===== config.mk =====
export PLATFORM = sky130hd
export DESIGN_NAME = multiplexed_seven_segments
export DESIGN_NICKNAME = d
export VERILOG_FILES = /design/src/rtl/multiplexed_seven_segments.sv
export SDC_FILE = /design/constraint.sdc
export NUM_CORES = 1
export LEC_CHECK = 0
export CAP_MARGIN = 15
export CORE_MARGIN = 5
export CORE_UTILIZATION = 45
export CTS_BUF_LIST = sky130_fd_sc_hd__clkbuf_2
export DETAILED_ROUTE_END_ITERATION = 7
export GPL_ROUTABILITY_DRIVEN = 1
export PLACE_DENSITY = 0.66
export SLEW_MARGIN = 20
export SYNTH_ARGS = -nofsm -noshare
export SYNTH_HDL_FRONTEND = slang
export SYNTH_SLANG_ARGS = --single-unit

===== constraint.sdc =====
create_clock -name clock -period 6.1 [get_ports clock]
set_clock_uncertainty 0.15 [all_clocks]
set_input_delay 0.915 -clock clock [delete_from_list [all_inputs] [get_ports clock]]
set_output_delay 0.915 -clock clock [all_outputs]
set_load 0.02 [all_outputs]

===== src/rtl/multiplexed_seven_segments.sv =====
// Time-multiplexed common-anode seven-segment driver with frame-synchronous buffering.
// Optional leading-zero blanking: define SEVSEG_LZ_BLANK_EN.
module multiplexed_seven_segments #(
    parameter int DIGITS   = 4,
    parameter int SCAN_DIV = 50000
) (
    input  logic                  clock,
    input  logic                  resetN,
    input  logic                  load,
    input  logic [4*DIGITS-1:0]   inputNumber,
    input  logic [DIGITS-1:0]     dpIn,
    input  logic                  hexMode,
    output logic [6:0]            segments,
    output logic                  dp,
    output logic [DIGITS-1:0]     anodes,
    output logic                  frameStart
);

    localparam int DW = $clog2(SCAN_DIV);
    localparam int IW = (DIGITS > 1) ? $clog2(DIGITS) : 1;
    localparam logic [DW-1:0] DIV_LAST = DW'(SCAN_DIV - 1);
    localparam logic [IW-1:0] IDX_LAST = IW'(DIGITS - 1);

    function automatic logic [6:0] glyph(input logic [3:0] nib, input logic hex);
        logic [6:0] g;
        case (nib)
            4'h0:    g = 7'b1111110;
            4'h1:    g = 7'b0110000;
            4'h2:    g = 7'b1101101;
            4'h3:    g = 7'b1111001;
            4'h4:    g = 7'b0110011;
            4'h5:    g = 7'b1011011;
            4'h6:    g = 7'b1011111;
            4'h7:    g = 7'b1110000;
            4'h8:    g = 7'b1111111;
            4'h9:    g = 7'b1111011;
            4'hA:    g = hex ? 7'b1110111 : 7'b0000000;
            4'hB:    g = hex ? 7'b0011111 : 7'b0000000;
            4'hC:    g = hex ? 7'b1001110 : 7'b0000000;
            4'hD:    g = hex ? 7'b0111101 : 7'b0000000;
            4'hE:    g = hex ? 7'b1001111 : 7'b0000000;
            default: g = hex ? 7'b1000111 : 7'b0000000;
        endcase
        return g;
    endfunction

    logic [DW-1:0]         div_q, div_d;
    logic [IW-1:0]         idx_q, idx_d;
    logic [4*DIGITS-1:0]   shadow_num_q, shadow_num_d;
    logic [DIGITS-1:0]     shadow_dp_q, shadow_dp_d;
    logic [4*DIGITS-1:0]   active_num_q, active_num_d;
    logic [DIGITS-1:0]     active_dp_q, active_dp_d;
    logic                  pending_q, pending_d;
    logic [6:0]            seg_q, seg_d;
    logic                  dp_q, dp_d;
    logic [DIGITS-1:0]     an_q, an_d;
    logic                  fs_q, fs_d;

    logic                  tick;
    logic                  commit;
    logic [IW-1:0]         next_idx;
    logic [DIGITS-1:0]     lz_mask;

    always_comb begin
        tick     = (div_q == DIV_LAST);
        next_idx = (idx_q == IDX_LAST) ? '0 : idx_q + IW'(1);
        div_d    = tick ? '0 : div_q + DW'(1);
        idx_d    = tick ? next_idx : idx_q;

        shadow_num_d = load ? inputNumber : shadow_num_q;
        shadow_dp_d  = load ? dpIn : shadow_dp_q;

        // A load on the commit cycle lands in the shadow only and keeps pending set.
        commit       = tick && (next_idx == '0) && pending_q;
        active_num_d = commit ? shadow_num_q : active_num_q;
        active_dp_d  = commit ? shadow_dp_q : active_dp_q;
        pending_d    = load || (pending_q && !commit);
    end

`ifdef SEVSEG_LZ_BLANK_EN
    always_comb begin
        logic zero_run;
        zero_run = 1'b1;
        lz_mask  = '0;
        for (int k = DIGITS - 1; k >= 0; k--) begin
            zero_run   = zero_run && (active_num_d[4*k +: 4] == 4'h0);
            lz_mask[k] = (k > 0) && zero_run;
        end
    end
`else
    assign lz_mask = '0;
`endif

    always_comb begin
        logic [3:0]        nib;
        logic              nib_dp;
        logic              nib_lz;
        logic [DIGITS-1:0] an_sel;

        nib    = 4'h0;
        nib_dp = 1'b0;
        nib_lz = 1'b0;
        an_sel = '1;
        for (int k = 0; k < DIGITS; k++) begin
            if (next_idx == IW'(k)) begin
                nib       = active_num_d[4*k +: 4];
                nib_dp    = active_dp_d[k];
                nib_lz    = lz_mask[k];
                an_sel[k] = 1'b0;
            end
        end

        seg_d = seg_q;
        dp_d  = dp_q;
        an_d  = an_q;
        fs_d  = 1'b0;
        if (tick) begin
            seg_d = nib_lz ? 7'b1111111 : ~glyph(nib, hexMode);
            dp_d  = ~nib_dp;
            an_d  = an_sel;
            fs_d  = (next_idx == '0);
        end
    end

    always_ff @(posedge clock or negedge resetN) begin
        if (!resetN) begin
            div_q        <= '0;
            idx_q        <= '0;
            shadow_num_q <= '0;
            shadow_dp_q  <= '0;
            active_num_q <= '0;
            active_dp_q  <= '0;
            pending_q    <= 1'b0;
            seg_q        <= 7'b1111111;
            dp_q         <= 1'b1;
            an_q         <= '1;
            fs_q         <= 1'b0;
        end else begin
            div_q        <= div_d;
            idx_q        <= idx_d;
            shadow_num_q <= shadow_num_d;
            shadow_dp_q  <= shadow_dp_d;
            active_num_q <= active_num_d;
            active_dp_q  <= active_dp_d;
            pending_q    <= pending_d;
            seg_q        <= seg_d;
            dp_q         <= dp_d;
            an_q         <= an_d;
            fs_q         <= fs_d;
        end
    end

    assign segments   = seg_q;
    assign dp         = dp_q;
    assign anodes     = an_q;
    assign frameStart = fs_q;

endmodule


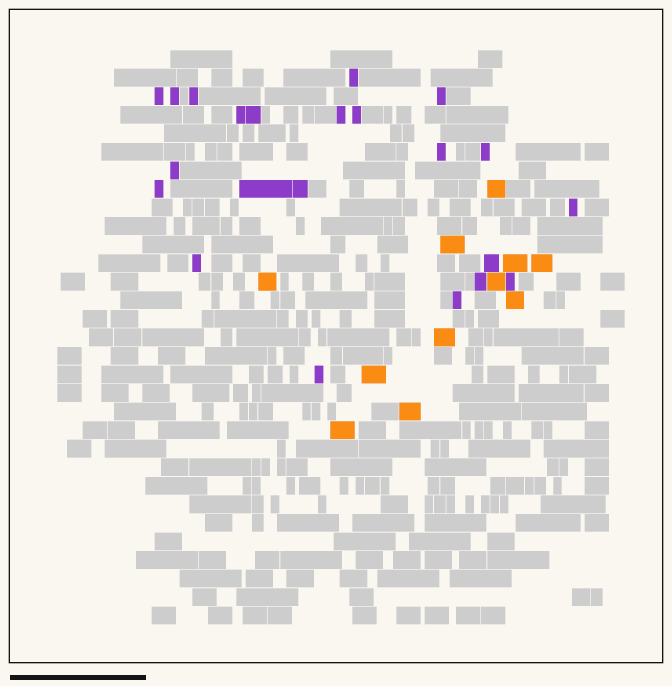
**Above:** run 1 (logic cells by family).
Bar = 20 microns.
Purple stands for NOR gates, cells 22, most used nor2_1. Orange stands for AND-OR and OR-AND gates, cells 11.

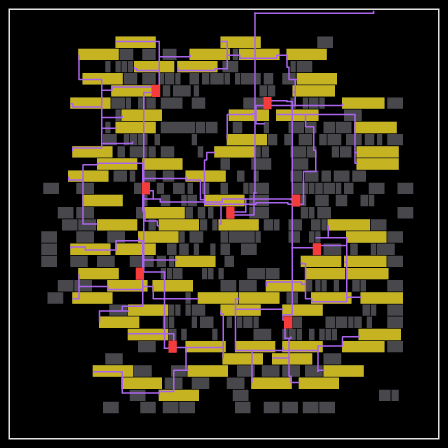
**Above:** run 1 (clock wires, drivers and flops).
Purple stands for clock wires, length 928 microns. Yellow stands for flip-flops, count 72. Red stands for clock drivers, count 9.
Position of the flops: spread over the die.

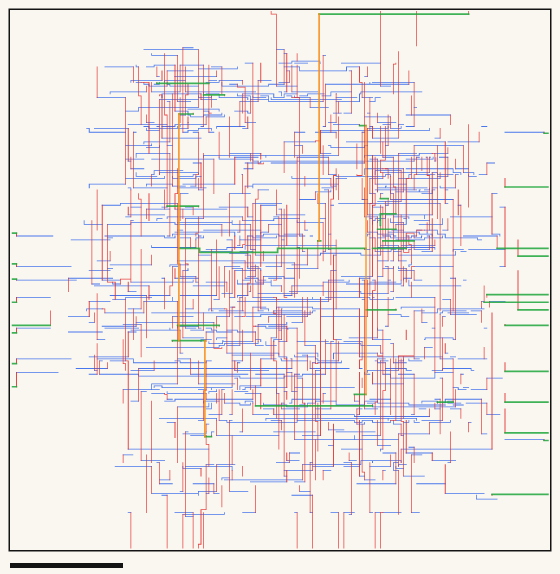
**Above:** run 1 (signal wires by layer).
Bar = 20 microns.
Blue stands for metal 1, wire length 3,120 microns. Green stands for metal 3, wire length 252 microns. Orange stands for metal 4, wire length 145 microns. Red stands for metal 2, wire length 2,880 microns.

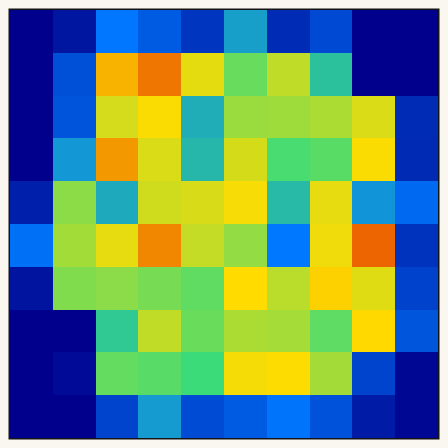
**Above:** run 1 (placement density heat map).
The die is cut into 10 by 10 equal tiles; dark blue is low, red is high, 0 to 100% covered.
15% of the tiles are nearly empty. The emptiest ninth of the die: lower left. The densest ninth of the die: center. The fullest tile reaches 89%. The mean over all tiles is 40%. 8.0% of the tiles are over 75% full.
core utilization before placement: 45.9%
placeable core region: 7180 sq um
fraction of the core area covered by cells at the end of the flow: 53.2%

==> impl_results.html, run 1 <==
<h2>Synthesis and place &amp; route</h2>
<table>
<tr><th>Metric</th><th>Value</th></tr>
<tr><th colspan="2">Clock network</th></tr>
<tr><td>Clock Tree Root</td><td>sky130_fd_sc_hd__clkbuf_2</td></tr>
<tr><td>Number of clock buffers inserted by TritonCTS</td><td>9</td></tr>
<tr><td>CTS tree</td><td>yes</td></tr>
<tr><td>Depth of the CTS H-tree</td><td>3</td></tr>
<tr><td>Number of gates resized after cts</td><td>0</td></tr>
<tr><td>Latency at later pin</td><td>0.52 ns</td></tr>
<tr><td>Hold buffer count at cts</td><td>0</td></tr>
<tr><td>Clk sinks</td><td>72</td></tr>
<tr><td>Clock transition at the registers of the reported paths</td><td>0.20 ns</td></tr>
<tr><td>Buffer depth of the longest clock path</td><td>2</td></tr>
<tr><th colspan="2">Setup path</th></tr>
<tr><td>Worst Path Class, Setup</td><td>reg -&gt; reg</td></tr>
<tr><td>Minimum setup slack among reg-to-reg paths</td><td>1.31 ns</td></tr>
<tr><td>Crit path capture type</td><td>flip-flop</td></tr>
<tr><td>Max Fanout on Critical Path</td><td>23</td></tr>
<tr><td>Capture instance of the worst register-to-register path</td><td>segments[3]</td></tr>
<tr><td>Max stage delay cell, worst path</td><td>sky130_fd_sc_hd__or4_1</td></tr>
<tr><td>Depth of the worst register-to-register path</td><td>9</td></tr>
<tr><th colspan="2">Detailed routing</th></tr>
<tr><td>Wire length after detailed routing</td><td>6390 microns</td></tr>
<tr><td>Routed metal-1 wirelength</td><td>3120 microns</td></tr>
<tr><td>DRC violations left</td><td>0</td></tr>
<tr><td>Initial DRT Pass Iterations</td><td>4</td></tr>
<tr><td>Met3 layer wire length in the routed design</td><td>251 microns</td></tr>
<tr><td>Post-DR wirelength/cell</td><td>14.6 microns</td></tr>
<tr><td>Vias per cell</td><td>5.33</td></tr>
<tr><td>Highest signal layer in the routed design</td><td>met4</td></tr>
<tr><th colspan="2">Synth</th></tr>
<tr><td>Xor+xnor area frac</td><td>3.72%</td></tr>
<tr><td>Flip-flops with a built-in enable</td><td>0</td></tr>
<tr><td>Area leader share</td><td>45.5%</td></tr>
<tr><td>Number of distinct library cell variants in the gate-level netlist after synthesis</td><td>49</td></tr>
<tr><td>Mux share of post-synthesis cell area</td><td>9.94%</td></tr>
<tr><td>Post-synthesis area per instance</td><td>11.0 sq um</td></tr>
<tr><td>Yosys synthesis chip area</td><td>3300 sq um</td></tr>
<tr><td>Ys flop type</td><td>sky130_fd_sc_hd__dfrtp_1</td></tr>
<tr><td>Synthesized-area fraction occupied by ao, oa, aoi and oai cells</td><td>10.6%</td></tr>
<tr><td>Netlist Area Pre-Place</td><td>3300 sq um</td></tr>
<tr><td>Synthesized-area fraction occupied by and/or/nand/nor cells</td><td>16.1%</td></tr>
<tr><td>Adder-Cell Fraction of Synth Area</td><td>2.20%</td></tr>
<tr><td>Number of storage elements in the synthesis netlist</td><td>72</td></tr>
<tr><td>Tally of yosys warning messages</td><td>0</td></tr>
<tr><td>Share of synthesized area occupied by flip-flops and latches</td><td>55.1%</td></tr>
<tr><td>Count of instantiated cells in the yosys netlist</td><td>299</td></tr>
<tr><td>Fraction of registers with async set/reset</td><td>100%</td></tr>
<tr><td>Cell type with the highest aggregate area in the netlist</td><td>sky130_fd_sc_hd__dfrtp_1</td></tr>
<tr><th colspan="2">Finish</th></tr>
<tr><td>Final-stage net count</td><td>364</td></tr>
<tr><td>Most frequent logic cell in the layout</td><td>sky130_fd_sc_hd__dfrtp_1</td></tr>
<tr><td>Most numerous logic cells after layout</td><td>60 x sky130_fd_sc_hd__dfrtp_1, 55 x sky130_fd_sc_hd__nand2_1, 35 x sky130_fd_sc_hd__clkdlybuf4s50_1</td></tr>
<tr><td>Layout cell share with drive strength beyond 1</td><td>17.4%</td></tr>
<tr><td>Post-layout instance count excluding filler cells</td><td>439</td></tr>
<tr><td>Area growth from synthesis to final layout</td><td>15.8%</td></tr>
<tr><td>Top Registers</td><td>active_num_q x16, div_q x16, shadow_num_q x16</td></tr>
<tr><td>Diode count</td><td>0</td></tr>
<tr><th colspan="2">Power</th></tr>
<tr><td>LEAKAGE</td><td>1.73 nW</td></tr>
<tr><td>Switching share of power</td><td>25.1%</td></tr>
<tr><td>Pwr per Cell Area</td><td>199 nW/um^2</td></tr>
<tr><td>Combinational power</td><td>0.0000420 W</td></tr>
<tr><td>Net load switching power</td><td>0.000190 W</td></tr>
<tr><td>Seq power</td><td>0.000499 W</td></tr>
<tr><td>Total Power Consumption</td><td>0.000759 W</td></tr>
<tr><td>Main power-consuming group</td><td>sequential cells</td></tr>
<tr><td>Worst ir drop on vdd</td><td>0.0000744 V</td></tr>
<tr><td>Power attributed to the clock group</td><td>0.000218 W</td></tr>
<tr><td>Relative contribution of the clock network to total power</td><td>28.7%</td></tr>
<tr><td>Sequential share of power</td><td>65.8%</td></tr>
<tr><th colspan="2">STA</th></tr>
<tr><td>Tightest Pin Transition</td><td>0.946 ns</td></tr>
<tr><td>TNS Setup</td><td>0 ns</td></tr>
<tr><td>Max_slew headroom</td><td>36.3%</td></tr>
<tr><td>Count of pins over their slew limit</td><td>0</td></tr>
<tr><td>Unrepaired setup endpoints after global routing</td><td>no</td></tr>
<tr><td>Final period utilization</td><td>78.5%</td></tr>
<tr><td>Post-route minimum period</td><td>4.79 ns</td></tr>
<tr><td>Final count of hold timing violations</td><td>0</td></tr>
<tr><td>Fmax achieved</td><td>0.209 GHz</td></tr>
<tr><th colspan="2">Placed design</th></tr>
<tr><td>Post-DP HPWL</td><td>4490 microns</td></tr>
<tr><td>Cell area after placement</td><td>3740 sq um</td></tr>
<tr><td>Quantity of I/O buffers inserted on ports</td><td>36</td></tr>
<tr><td>Routability congestion estimate from global placement</td><td>0.832</td></tr>
<tr><th colspan="2">GRT</th></tr>
<tr><td>Initial antenna violation count</td><td>0</td></tr>
<tr><td>Vias in the first global route</td><td>2,392</td></tr>
<tr><td>Largest net degree at the start of global routing</td><td>73</td></tr>
<tr><td>Global-route wire length before repair</td><td>11,200 microns</td></tr>
<tr><th colspan="2">Floorplanning</th></tr>
<tr><td>Chip area</td><td>9140 sq um</td></tr>
<tr><th colspan="2">Run</th></tr>
<tr><td>OpenROAD warning count</td><td>29</td></tr>
<tr><td>Max-capacitance violation count</td><td>0</td></tr>
<tr><th colspan="2">Hold path</th></tr>
<tr><td>Hold path depth</td><td>2</td></tr>
<tr><td>End point of the worst hold path</td><td>active_num_q[9]</td></tr>
<tr><td>Startpoint of the worst hold path</td><td>active_num_q[9]</td></tr>
<tr><th colspan="2">Outcome</th></tr>
<tr><td>Result of the run</td><td>complete, no violations</td></tr>
</table>
==> run 1: routing by layer <==
layer / vias up / global-route usage (%)
met2: 56 / 24.1
met3: 11 / 2.68
met1: 1140 / 21.9
met4: 0 / 7.46
met5: - / 0
li1: 1132 / -
==> run 1: worst max-delay path: cells and delay by family (launching register included) <==
family / cells / cell delay [ns]
AND-OR/OR-AND: 4 / 0.89
flip-flops: 1 / 0.46
multiplexers: 1 / 0.43
AND/OR/NAND/NOR: 4 / 2.80
==> run 1: Yosys cell counts (all sizes together), types with 5 or more instances <==
cell / instances
dfrtp: 60
o21ai: 13
inv: 6
mux2: 27
dfstp: 12
nor2: 17
and3: 9
a31oi: 8
xnor2: 10
nand2: 56
nand3: 11
clkbuf: 10
ha: 5
==> run 1: how the worst max path moves through the flow <==
stage                  end  cells past startpoint  startpoint  slack, ns
2_1_floorplan  segments[3]                     10    div_q[5]       2.33
3_3_place_gp   segments[3]                      9    div_q[5]       1.40
5_1_grt        segments[3]                      9    div_q[7]       1.03
4_1_cts        segments[3]                      9    div_q[5]       1.30
3_5_place_dp   segments[3]                      9    div_q[5]       1.35
6_report       segments[3]                      9    div_q[7]       1.31
==> run 1: stage by stage <==
| step | util (%) | setup WS [ns] |
|---|---|---|
| after floorplan | - | 2.33 |
| after global placement | 52.1 | 1.40 |
| after detailed placement | 52.1 | 1.35 |
| after CTS | 53.2 | 1.30 |
| after global routing | 53.2 | 1.03 |
| final | 53.2 | 1.31 |
==> run 1: area by class of cell <==
| class | count | area, sq um |
|---|---|---|
| Clock buffer | 11 | 55.1 |
| Clock inverter | 5 | 23.8 |
| Fill cell | 665 | 3360 |
| Inverter | 6 | 22.5 |
| Multi-Input combinational cell | 208 | 1410 |
| Sequential cell | 72 | 1820 |
| Tap cell | 99 | 124 |
| Timing Repair Buffer | 38 | 370 |
==> run 2, diff against run 1 <==
--- a/config.mk
+++ b/config.mk
@@ -11,7 +11,7 @@
 export CTS_BUF_LIST = sky130_fd_sc_hd__clkbuf_2
 export DETAILED_ROUTE_END_ITERATION = 7
 export GPL_ROUTABILITY_DRIVEN = 1
-export PLACE_DENSITY = 0.66
+export PLACE_DENSITY = 0.69
 export SLEW_MARGIN = 20
 export SYNTH_ARGS = -nofsm -noshare
 export SYNTH_HDL_FRONTEND = slang
==> constraint.sdc (replaced) <==
create_clock -name clock -period 4.1 [get_ports clock]
set_clock_uncertainty 0.15 [all_clocks]
set_input_delay 0.615 -clock clock [delete_from_list [all_inputs] [get_ports clock]]
set_output_delay 0.615 -clock clock [all_outputs]
set_load 0.02 [all_outputs]
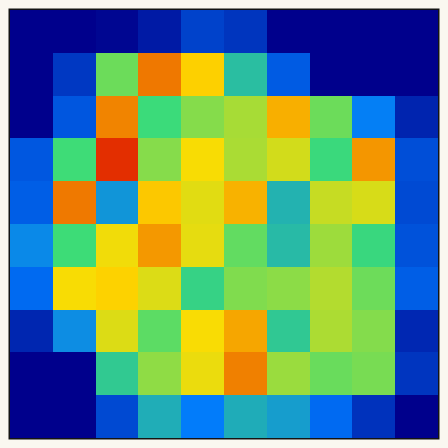
**Above:** run 2 (placement density heat map).
The die is cut into 10 by 10 equal tiles; dark blue is low, red is high, 0 to 100% covered.
The mean over all tiles is 41%. 13% of the tiles are over 75% full. The densest ninth of the die: center. The emptiest ninth of the die: upper right. 17% of the tiles are nearly empty.
fraction of the core area covered by cells at the end of the flow: 54.2%

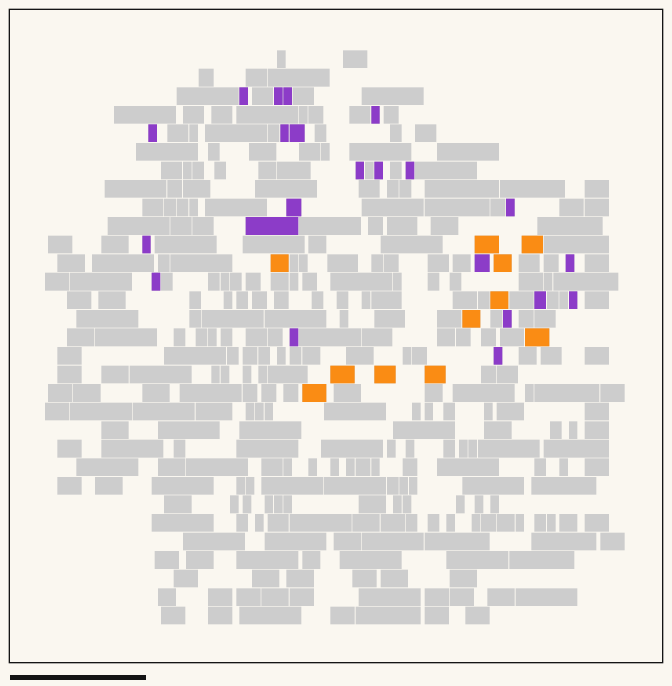
**Above:** run 2 (logic cells by family).
Bar = 20 microns.
Orange stands for AND-OR and OR-AND gates, cells 11. Purple stands for NOR gates, cells 22, most used nor2_1.

==> run 2 against run 1 <==
Against the previous run:
- fmax increased by 19%
- synthesized cell count unchanged
- critical path type unchanged
- sequential power rose by 49%
==> impl_results.html, run 2 <==
<h2>Synthesis and place &amp; route</h2>
<table>
<tr><th>Metric</th><th>Value</th></tr>
<tr><th colspan="2">Run</th></tr>
<tr><td>OpenROAD warning count</td><td>29 (unchanged)</td></tr>
<tr><td>Max-capacitance violation count</td><td>0 (unchanged)</td></tr>
<tr><th colspan="2">Synth</th></tr>
<tr><td>Netlist Area Pre-Place</td><td>3300 sq um (unchanged)</td></tr>
<tr><td>Share of synthesized area occupied by flip-flops and latches</td><td>55.1% (unchanged)</td></tr>
<tr><td>Yosys synthesis chip area</td><td>3300 sq um (unchanged)</td></tr>
<tr><td>Top area cell types</td><td>sky130_fd_sc_hd__dfrtp_1 46%, sky130_fd_sc_hd__dfstp_2 9.6%, sky130_fd_sc_hd__mux2_2 8.9% (unchanged)</td></tr>
<tr><td>Most numerous cell types in the synthesized netlist</td><td>60 x sky130_fd_sc_hd__dfrtp_1, 55 x sky130_fd_sc_hd__nand2_1, 26 x sky130_fd_sc_hd__mux2_2, 17 x sky130_fd_sc_hd__nor2_1 (unchanged)</td></tr>
<tr><td>Fraction of registers with async set/reset</td><td>100% (unchanged)</td></tr>
<tr><td>Ys flop type</td><td>sky130_fd_sc_hd__dfrtp_1 (unchanged)</td></tr>
<tr><td>Post-synthesis area per instance</td><td>11.0 sq um (unchanged)</td></tr>
<tr><td>Number of distinct library cell variants in the gate-level netlist after synthesis</td><td>49 (unchanged)</td></tr>
<tr><td>Synth top cell by count</td><td>sky130_fd_sc_hd__dfrtp_1 (unchanged)</td></tr>
<tr><td>Tally of yosys warning messages</td><td>0 (unchanged)</td></tr>
<tr><td>Count of instantiated cells in the yosys netlist</td><td>299 (unchanged)</td></tr>
<tr><td>Flip-flops with a built-in enable</td><td>0 (unchanged)</td></tr>
<tr><td>Cell type with the highest aggregate area in the netlist</td><td>sky130_fd_sc_hd__dfrtp_1 (unchanged)</td></tr>
<tr><td>Number of storage elements in the synthesis netlist</td><td>72 (unchanged)</td></tr>
<tr><td>Area leader share</td><td>45.5% (unchanged)</td></tr>
<tr><th colspan="2">Finish</th></tr>
<tr><td>Most frequent logic cell in the layout</td><td>sky130_fd_sc_hd__dfrtp_1 (unchanged)</td></tr>
<tr><td>Diode count</td><td>0 (unchanged)</td></tr>
<tr><td>Most numerous logic cells after layout</td><td>60 x sky130_fd_sc_hd__dfrtp_1, 54 x sky130_fd_sc_hd__nand2_1, 35 x sky130_fd_sc_hd__clkdlybuf4s50_1 (was 60 x sky130_fd_sc_hd__dfrtp_1, 55 x sky130_fd_sc_hd__nand2_1, 35 x sky130_fd_sc_hd__clkdlybuf4s50_1)</td></tr>
<tr><td>Area growth from synthesis to final layout</td><td>17.9% (was 15.8%)</td></tr>
<tr><td>Post-layout instance count excluding filler cells</td><td>444 (was 439)</td></tr>
<tr><td>Final-stage net count</td><td>369 (was 364)</td></tr>
<tr><td>Final instance area</td><td>3890 sq um (was 3820 sq um)</td></tr>
<tr><td>Layout cell share with drive strength beyond 1</td><td>19.1% (was 17.4%)</td></tr>
<tr><td>Top Registers</td><td>active_num_q x16, div_q x16, shadow_num_q x16 (unchanged)</td></tr>
<tr><th colspan="2">Clock network</th></tr>
<tr><td>Depth of the CTS H-tree</td><td>3 (unchanged)</td></tr>
<tr><td>Clock transition at the registers of the reported paths</td><td>0.18 ns (was 0.20 ns)</td></tr>
<tr><td>Clk sinks</td><td>72 (unchanged)</td></tr>
<tr><td>Hold buffer count at cts</td><td>0 (unchanged)</td></tr>
<tr><td>Number of gates resized after cts</td><td>0 (unchanged)</td></tr>
<tr><td>Latency at later pin</td><td>0.48 ns (was 0.52 ns)</td></tr>
<tr><td>Buffer depth of the longest clock path</td><td>2 (unchanged)</td></tr>
<tr><td>Clock Tree Root</td><td>sky130_fd_sc_hd__clkbuf_2 (unchanged)</td></tr>
<tr><td>CTS tree</td><td>yes (unchanged)</td></tr>
<tr><td>Number of clock buffers inserted by TritonCTS</td><td>9 (unchanged)</td></tr>
<tr><th colspan="2">Placed design</th></tr>
<tr><td>Routability congestion estimate from global placement</td><td>0.854 (was 0.832)</td></tr>
<tr><td>Post-DP HPWL</td><td>4590 microns (was 4490 microns)</td></tr>
<tr><td>Quantity of I/O buffers inserted on ports</td><td>36 (unchanged)</td></tr>
<tr><td>Post-Place Setup Slack</td><td>0.202 ns (was 1.35 ns)</td></tr>
<tr><td>Cell area after placement</td><td>3770 sq um (was 3740 sq um)</td></tr>
<tr><th colspan="2">Power</th></tr>
<tr><td>Net load switching power</td><td>0.000269 W (was 0.000190 W)</td></tr>
<tr><td>Sequential share of power</td><td>62.4% (was 65.8%)</td></tr>
<tr><td>Total Power Consumption</td><td>0.00119 W (was 0.000759 W)</td></tr>
<tr><td>Switching share of power</td><td>22.6% (was 25.1%)</td></tr>
<tr><td>Combinational fraction of design power</td><td>5.5% (about the same)</td></tr>
<tr><td>Worst ir drop on vdd</td><td>0.000191 V (was 0.0000744 V)</td></tr>
<tr><td>LEAKAGE</td><td>1.78 nW (was 1.73 nW)</td></tr>
<tr><td>Relative contribution of the clock network to total power</td><td>32.1% (was 28.7%)</td></tr>
<tr><td>Pwr per Cell Area</td><td>307 nW/um^2 (was 199 nW/um^2)</td></tr>
<tr><th colspan="2">Setup path</th></tr>
<tr><td>Crit path capture type</td><td>flip-flop (unchanged)</td></tr>
<tr><td>Crit-path leading delay family</td><td>simple AND/OR/NAND/NOR gates (unchanged)</td></tr>
<tr><td>Worst Path Class, Setup</td><td>reg -&gt; reg (unchanged)</td></tr>
<tr><td>Max Fanout on Critical Path</td><td>22 (was 23)</td></tr>
<tr><td>Total buffers and inverters traversed by the critical path</td><td>1 (was 0)</td></tr>
<tr><td>Max stage delay cell, worst path</td><td>sky130_fd_sc_hd__or4b_4 (was sky130_fd_sc_hd__or4_1)</td></tr>
<tr><th colspan="2">Floorplanning</th></tr>
<tr><td>Core utilization before placement</td><td>45.9% (unchanged)</td></tr>
<tr><td>Chip area</td><td>9140 sq um (unchanged)</td></tr>
<tr><td>FP Rows</td><td>31 (unchanged)</td></tr>
<tr><td>Count of pins on the block boundary</td><td>37 (unchanged)</td></tr>
<tr><td>Placeable core region</td><td>7180 sq um (unchanged)</td></tr>
<tr><td>Die Width</td><td>95.6 microns (unchanged)</td></tr>
<tr><th colspan="2">Detailed routing</th></tr>
<tr><td>Vias per cell</td><td>5.28 (was 5.33)</td></tr>
<tr><td>Wire length after detailed routing</td><td>6570 microns (was 6390 microns)</td></tr>
<tr><td>Initial DRC Count</td><td>103 (was 95)</td></tr>
<tr><td>DRC violations left</td><td>0 (unchanged)</td></tr>
<tr><td>Initial DRT Pass Iterations</td><td>4 (unchanged)</td></tr>
<tr><th colspan="2">GRT</th></tr>
<tr><td>Initial antenna violation count</td><td>0 (unchanged)</td></tr>
<tr><td>Global-route wire length before repair</td><td>11,200 microns (about the same)</td></tr>
<tr><td>Vias in the first global route</td><td>2,397 (was 2,392)</td></tr>
<tr><td>Largest net degree at the start of global routing</td><td>48 (was 73)</td></tr>
<tr><th colspan="2">STA</th></tr>
<tr><td>Worst path setup slack after routing</td><td>0.0903 ns (was 1.31 ns)</td></tr>
<tr><td>Final hold slack</td><td>0.336 ns (was 0.334 ns)</td></tr>
<tr><td>Fmax achieved</td><td>0.249 GHz (was 0.209 GHz)</td></tr>
<tr><td>Tightest Pin Transition</td><td>0.967 ns (was 0.946 ns)</td></tr>
<tr><td>Count of pins over their slew limit</td><td>0 (unchanged)</td></tr>
<tr><td>Final count of hold timing violations</td><td>0 (unchanged)</td></tr>
<tr><td>Post-route minimum period</td><td>4.01 ns (was 4.79 ns)</td></tr>
<tr><td>TNS Setup</td><td>0 ns (unchanged)</td></tr>
<tr><td>Max_slew headroom</td><td>35.4% (was 36.3%)</td></tr>
<tr><td>Unrepaired setup endpoints after global routing</td><td>no (unchanged)</td></tr>
<tr><td>Final setup vio count</td><td>0 (unchanged)</td></tr>
<tr><td>Final period utilization</td><td>97.8% (was 78.5%)</td></tr>
<tr><th colspan="2">Hold path</th></tr>
<tr><td>Min-delay worst type</td><td>reg -&gt; reg (unchanged)</td></tr>
<tr><th colspan="2">Outcome</th></tr>
<tr><td>Result of the run</td><td>complete, no violations (unchanged)</td></tr>
</table>
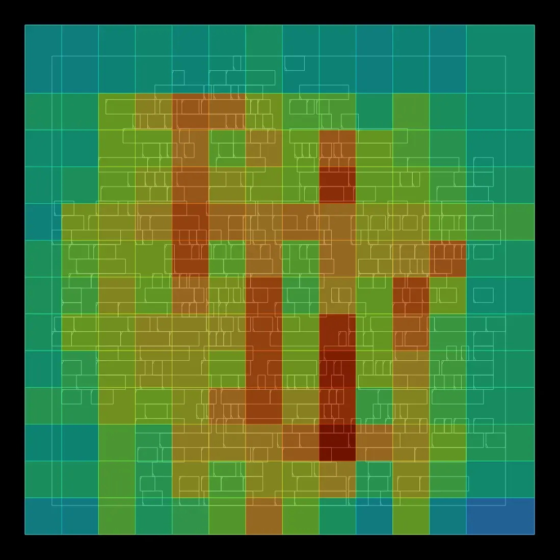
**Above:** run 2 (routing congestion).
met3 usage in global routing: 3.31%
Most Crowded Layer GR: met2
post-DR wirelength/cell: 14.8 microns
GR Layer Usage met1: 21.6%
met2 Resource Use GR: 25.4%

[run 2: cell counts after synthesis]
Identical to the previous run, type by type.
[run 2: cells by family after synthesis]
group | Yosys count | share of synthesized area, %
buffers and inverters | 19 | 2.28
adders and majority gates | 6 | 2.20
and+or+nand+nor | 110 | 16.1
muxes | 29 | 9.94
AOI/OAI and AO/OA | 49 | 10.6
DFF | 72 | 55.1
xor gates and xnor gates | 14 | 3.72
[run 2: worst paths after layout]
path | from | end | slack (ns) | depth (start not counted)
worst min-delay path | active_dp_q[0] | active_dp_q[0] | 0.34 | 2
worst min register to register | active_dp_q[0] | active_dp_q[0] | 0.34 | 2
max in group asynchronous | resetN | segments[3] | 2.59 | 3
worst max register to register | div_q[5] | segments[3] | 0.09 | 10
worst max-delay path | div_q[5] | segments[3] | 0.09 | 10
min in group asynchronous | resetN | shadow_num_q[5] | 0.51 | 2
[run 2: layer usage]
layer / vias to the layer above / wire length, microns / share of wire, %
li1: 1139 / - / -
met2: 54 / 2970 / 45
met1: 1145 / 3200 / 49
met4: 0 / 95 / 1.4
met3: 6 / 300 / 4.6
met5: - / 0 / 0
[run 2: cell type report]
type	count	area (sq um)
fillers	649	3290
flip-flops and latches	72	1820
multi-input cells	208	1410
repair buffers	43	413
well taps	99	124
clock buffers	14	70.1
clock inverters	2	33.8
inverters	6	22.5
[run 2: power by group through the flow]
stage | Clock (W) | Sequential, W | Combinational [W]
floorplan | 0 | 0.000750 | 0.0000248
global placement | 0 | 0.000756 | 0.0000644
detailed placement | 0 | 0.000756 | 0.0000657
CTS | 0.000393 | 0.000743 | 0.0000659
global route | 0.000423 | 0.000747 | 0.0000720
finish | 0.000383 | 0.000743 | 0.0000653
==> run 3, diff against run 2 <==
--- a/config.mk
+++ b/config.mk
@@ -6,12 +6,11 @@
 export NUM_CORES = 1
 export LEC_CHECK = 0
 export CAP_MARGIN = 15
-export CORE_MARGIN = 5
-export CORE_UTILIZATION = 45
+export CORE_MARGIN = 2
+export CORE_UTILIZATION = 39
 export CTS_BUF_LIST = sky130_fd_sc_hd__clkbuf_2
 export DETAILED_ROUTE_END_ITERATION = 7
 export GPL_ROUTABILITY_DRIVEN = 1
-export PLACE_DENSITY = 0.69
 export SLEW_MARGIN = 20
 export SYNTH_ARGS = -nofsm -noshare
 export SYNTH_HDL_FRONTEND = slang
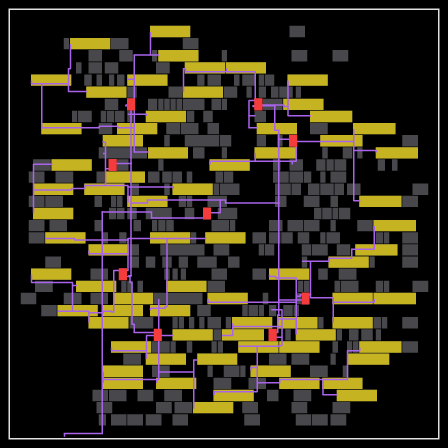
**Above:** run 3 (clock wires, drivers and flops).
Red stands for clock drivers, count 9. Yellow stands for flip-flops, count 72. Purple stands for clock wires, length 931 microns.
Position of the flops: spread over the die.

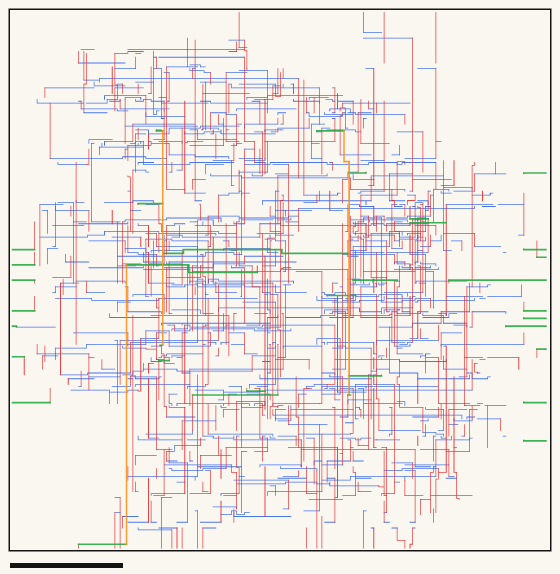
**Above:** run 3 (signal wires by layer).
Bar = 20 microns.
Red stands for metal 2, wire length 3,030 microns. Green stands for metal 3, wire length 206 microns. Orange stands for metal 4, wire length 136 microns. Blue stands for metal 1, wire length 3,350 microns.

==> run 3 against run 2 <==
Against the previous run:
- sequential share of layout area down 0.64 points
- die area increased by 0.73%
- largest power group unchanged
- fmax grew 2.7%
- synthesized cell count is the same
- final cell count increased by 1.4%
- largest cell class unchanged
- first-iteration DRC count rose by 18%
- clock power is about 20% higher
- critical endpoint unchanged
- count of clock-buffer cells in the layout shrank 4
==> impl_results.html, run 3 <==
<h2>Synthesis and place &amp; route</h2>
<table>
<tr><th>Metric</th><th>Value</th></tr>
<tr><th colspan="2">Synth</th></tr>
<tr><td>Yosys synthesis chip area</td><td>3300 sq um (unchanged)</td></tr>
<tr><td>Netlist Area Pre-Place</td><td>3300 sq um (unchanged)</td></tr>
<tr><td>Ys flop type</td><td>sky130_fd_sc_hd__dfrtp_1 (unchanged)</td></tr>
<tr><td>Top area cell types</td><td>sky130_fd_sc_hd__dfrtp_1 46%, sky130_fd_sc_hd__dfstp_2 9.6%, sky130_fd_sc_hd__mux2_2 8.9% (unchanged)</td></tr>
<tr><td>Flip-flops with a built-in enable</td><td>0 (unchanged)</td></tr>
<tr><td>Number of distinct library cell variants in the gate-level netlist after synthesis</td><td>49 (unchanged)</td></tr>
<tr><td>Syn Nets</td><td>328 (unchanged)</td></tr>
<tr><td>Post-synthesis area per instance</td><td>11.0 sq um (unchanged)</td></tr>
<tr><td>Most numerous cell types in the synthesized netlist</td><td>60 x sky130_fd_sc_hd__dfrtp_1, 55 x sky130_fd_sc_hd__nand2_1, 26 x sky130_fd_sc_hd__mux2_2, 17 x sky130_fd_sc_hd__nor2_1 (unchanged)</td></tr>
<tr><td>Tally of yosys warning messages</td><td>0 (unchanged)</td></tr>
<tr><td>Share of synthesized area occupied by flip-flops and latches</td><td>55.1% (unchanged)</td></tr>
<tr><td>Fraction of registers with async set/reset</td><td>100% (unchanged)</td></tr>
<tr><td>Area leader share</td><td>45.5% (unchanged)</td></tr>
<tr><td>Number of storage elements in the synthesis netlist</td><td>72 (unchanged)</td></tr>
<tr><td>Count of instantiated cells in the yosys netlist</td><td>299 (unchanged)</td></tr>
<tr><th colspan="2">Detailed routing</th></tr>
<tr><td>DRC violations left</td><td>0 (unchanged)</td></tr>
<tr><td>Initial DRC Count</td><td>122 (was 103)</td></tr>
<tr><td>Routed metal-1 wirelength</td><td>3350 microns (was 3200 microns)</td></tr>
<tr><td>Highest signal layer in the routed design</td><td>met4 (unchanged)</td></tr>
<tr><td>Met2 Routed Length</td><td>3030 microns (was 2970 microns)</td></tr>
<tr><td>Vias per cell</td><td>5.20 (was 5.28)</td></tr>
<tr><td>Post-DR wirelength/cell</td><td>14.9 microns (was 14.8 microns)</td></tr>
<tr><td>Met3 layer wire length in the routed design</td><td>206 microns (was 300 microns)</td></tr>
<tr><td>Initial DRT Pass Iterations</td><td>4 (unchanged)</td></tr>
<tr><th colspan="2">Floorplanning</th></tr>
<tr><td>Chip area</td><td>9210 sq um (was 9140 sq um)</td></tr>
<tr><td>Die Width</td><td>95.9 microns (was 95.6 microns)</td></tr>
<tr><td>Count of pins on the block boundary</td><td>37 (unchanged)</td></tr>
<tr><td>FP Rows</td><td>33 (was 31)</td></tr>
<tr><th colspan="2">Clock network</th></tr>
<tr><td>Clock Tree Root</td><td>sky130_fd_sc_hd__clkbuf_2 (unchanged)</td></tr>
<tr><td>Clock transition at the registers of the reported paths</td><td>0.21 ns (was 0.18 ns)</td></tr>
<tr><td>Latency at later pin</td><td>0.52 ns (was 0.48 ns)</td></tr>
<tr><td>Depth of the CTS H-tree</td><td>3 (unchanged)</td></tr>
<tr><td>CTS tree</td><td>yes (unchanged)</td></tr>
<tr><td>Buffer depth of the longest clock path</td><td>2 (unchanged)</td></tr>
<tr><th colspan="2">Power</th></tr>
<tr><td>Net load switching power</td><td>0.000294 W (was 0.000269 W)</td></tr>
<tr><td>Worst ir drop on vdd</td><td>0.000143 V (was 0.000191 V)</td></tr>
<tr><td>Combinational power</td><td>0.0000649 W (was 0.0000653 W)</td></tr>
<tr><td>Seq power</td><td>0.000743 W (about the same)</td></tr>
<tr><td>Power attributed to the clock group</td><td>0.000458 W (was 0.000383 W)</td></tr>
<tr><td>Combinational fraction of design power</td><td>5.1% (was 5.5%)</td></tr>
<tr><td>Total Power Consumption</td><td>0.00127 W (was 0.00119 W)</td></tr>
<tr><td>Pwr per Cell Area</td><td>321 nW/um^2 (was 307 nW/um^2)</td></tr>
<tr><td>Sequential share of power</td><td>58.7% (was 62.4%)</td></tr>
<tr><td>Switching share of power</td><td>23.2% (was 22.6%)</td></tr>
<tr><td>Relative contribution of the clock network to total power</td><td>36.2% (was 32.1%)</td></tr>
<tr><td>LEAKAGE</td><td>1.78 nW (about the same)</td></tr>
<tr><td>Main power-consuming group</td><td>sequential cells (unchanged)</td></tr>
<tr><th colspan="2">Finish</th></tr>
<tr><td>Top Registers</td><td>active_num_q x16, div_q x16, shadow_num_q x16 (unchanged)</td></tr>
<tr><td>Diode count</td><td>0 (unchanged)</td></tr>
<tr><td>Layout cell share with drive strength beyond 1</td><td>19.1% (unchanged)</td></tr>
<tr><td>Final-stage net count</td><td>369 (unchanged)</td></tr>
<tr><td>Most numerous logic cells after layout</td><td>60 x sky130_fd_sc_hd__dfrtp_1, 54 x sky130_fd_sc_hd__nand2_1, 35 x sky130_fd_sc_hd__clkdlybuf4s50_1 (unchanged)</td></tr>
<tr><td>Post-layout instance count excluding filler cells</td><td>450 (was 444)</td></tr>
<tr><td>Area growth from synthesis to final layout</td><td>19.5% (was 17.9%)</td></tr>
<tr><td>Final instance area</td><td>3940 sq um (was 3890 sq um)</td></tr>
<tr><td>Most frequent logic cell in the layout</td><td>sky130_fd_sc_hd__dfrtp_1 (unchanged)</td></tr>
<tr><th colspan="2">Setup path</th></tr>
<tr><td>Worst flop-to-flop path startpoint</td><td>div_q[5] (unchanged)</td></tr>
<tr><td>Depth of the worst register-to-register path</td><td>10 (unchanged)</td></tr>
<tr><td>Crit path capture type</td><td>flip-flop (unchanged)</td></tr>
<tr><td>Worst Path Required</td><td>4.39 ns (was 4.36 ns)</td></tr>
<tr><td>Max Fanout on Critical Path</td><td>22 (unchanged)</td></tr>
<tr><td>Worst Path Class, Setup</td><td>reg -&gt; reg (unchanged)</td></tr>
<tr><td>Capture instance of the worst register-to-register path</td><td>segments[3] (unchanged)</td></tr>
<tr><td>Minimum setup slack among reg-to-reg paths</td><td>0.20 ns (was 0.09 ns)</td></tr>
<tr><th colspan="2">STA</th></tr>
<tr><td>Final count of hold timing violations</td><td>0 (unchanged)</td></tr>
<tr><td>Worst path setup slack after routing</td><td>0.197 ns (was 0.0903 ns)</td></tr>
<tr><td>Count of pins over their slew limit</td><td>0 (unchanged)</td></tr>
<tr><td>Final period utilization</td><td>95.2% (was 97.8%)</td></tr>
<tr><td>Post-route minimum period</td><td>3.90 ns (was 4.01 ns)</td></tr>
<tr><td>Fmax achieved</td><td>0.256 GHz (was 0.249 GHz)</td></tr>
<tr><td>Final setup vio count</td><td>0 (unchanged)</td></tr>
<tr><td>Final hold slack</td><td>0.334 ns (was 0.336 ns)</td></tr>
<tr><td>Max_slew headroom</td><td>34.1% (was 35.4%)</td></tr>
<tr><td>TNS Setup</td><td>0 ns (unchanged)</td></tr>
<tr><td>Unrepaired setup endpoints after global routing</td><td>no (unchanged)</td></tr>
<tr><td>Tightest Pin Transition</td><td>0.986 ns (was 0.967 ns)</td></tr>
<tr><th colspan="2">GRT</th></tr>
<tr><td>Initial antenna violation count</td><td>0 (unchanged)</td></tr>
<tr><td>Largest net degree at the start of global routing</td><td>30 (was 48)</td></tr>
<tr><td>Global-route wire length before repair</td><td>11,300 microns (was 11,200 microns)</td></tr>
<tr><td>Overall overflow remaining after global route</td><td>0 (unchanged)</td></tr>
<tr><td>Vias in the first global route</td><td>2,276 (was 2,397)</td></tr>
<tr><th colspan="2">Placed design</th></tr>
<tr><td>Post-DP HPWL</td><td>4700 microns (was 4590 microns)</td></tr>
<tr><td>Quantity of I/O buffers inserted on ports</td><td>36 (unchanged)</td></tr>
<tr><td>Post-Place Setup Slack</td><td>0.170 ns (was 0.202 ns)</td></tr>
<tr><td>Routability congestion estimate from global placement</td><td>0.867 (was 0.854)</td></tr>
<tr><td>Cell area after placement</td><td>3780 sq um (was 3770 sq um)</td></tr>
<tr><th colspan="2">Outcome</th></tr>
<tr><td>Result of the run</td><td>complete, no violations (unchanged)</td></tr>
<tr><th colspan="2">Run</th></tr>
<tr><td>Max-capacitance violation count</td><td>0 (unchanged)</td></tr>
<tr><td>OpenROAD warning count</td><td>29 (unchanged)</td></tr>
<tr><th colspan="2">Hold path</th></tr>
<tr><td>Min-delay worst type</td><td>reg -&gt; reg (unchanged)</td></tr>
<tr><td>Startpoint of the worst hold path</td><td>dp (was active_dp_q[0])</td></tr>
<tr><td>End point of the worst hold path</td><td>dp (was active_dp_q[0])</td></tr>
</table>
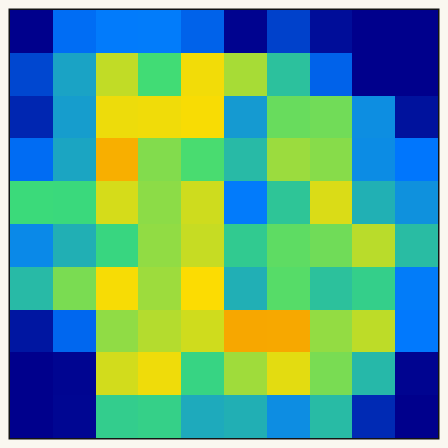
**Above:** run 3 (placement density heat map).
The die is cut into 10 by 10 equal tiles; dark blue is low, red is high, 0 to 100% covered.
3.0% of the tiles are over 75% full. The mean over all tiles is 41%. The fullest tile reaches 81%. 12% of the tiles are nearly empty. The emptiest ninth of the die: upper right.
fraction of the core area covered by cells at the end of the flow: 48.0%
core utilization before placement: 40.1%
placeable core region: 8220 sq um

run 3: cell counts after synthesis:
No cell type changed its count.
run 3: cell families (layout without fill, tap and decap cells):
kind of cell / count (synthesis) / after routing / synth area share, %
and+or+nand+nor: 110 / 110 / 16.1
DFF: 72 / 72 / 55.1
AOI/OAI and AO/OA: 49 / 49 / 10.6
muxes: 29 / 29 / 9.94
buffers and inverters: 19 / 65 / 2.28
xor gates and xnor gates: 14 / 14 / 3.72
adders and majority gates: 6 / 6 / 2.20
run 3: worst max-delay path by stage:
| stage | slack, ns | startpoint | end |
|---|---|---|---|
| 2_1_floorplan | 0.33 | div_q[5] | segments[3] |
| 3_5_place_dp | 0.17 | div_q[5] | segments[3] |
| 5_1_grt | 0.001 | div_q[7] | segments[4] |
| 6_report | 0.20 | div_q[5] | segments[3] |
| 4_1_cts | 0.12 | div_q[7] | segments[3] |
| 3_3_place_gp | 0.17 | div_q[5] | segments[6] |
run 3: what timing repair did:
| action | CTS | global route |
|---|---|---|
| hold buffers | 1 | 0 |
| endpoints found under the hold margin | 14 | 0 |
| gates resized | 0 | 3 |
| setup endpoints to repair | 0 | 3 |
run 3: final cells by class:
class,count,area [sq um]
multi-input cells,208,1430
flip-flops and latches,72,1820
inverters,6,22.5
repair buffers,43,410
well taps,105,131
clock buffers,10,50.0
clock inverters,6,83.8
fillers,786,4280
run 3: per-layer routing:
metal | vias up | GRT usage [%]
li1 | 1138 | -
met1 | 1150 | 23.5
met2 | 41 | 23.8
met3 | 11 | 4.07
met4 | 0 | 7.02
met5 | - | 0
run 3: worst max-delay path, delay by kind of cell (launching register included):
kind	cells	cell delay, ns
buffers and inverters	1	0.24
AND-OR/OR-AND	5	1.01
AND/OR/NAND/NOR	4	2.00
flip-flops	1	0.45
No activity file was given, so power comes from the tool's default toggle rates.
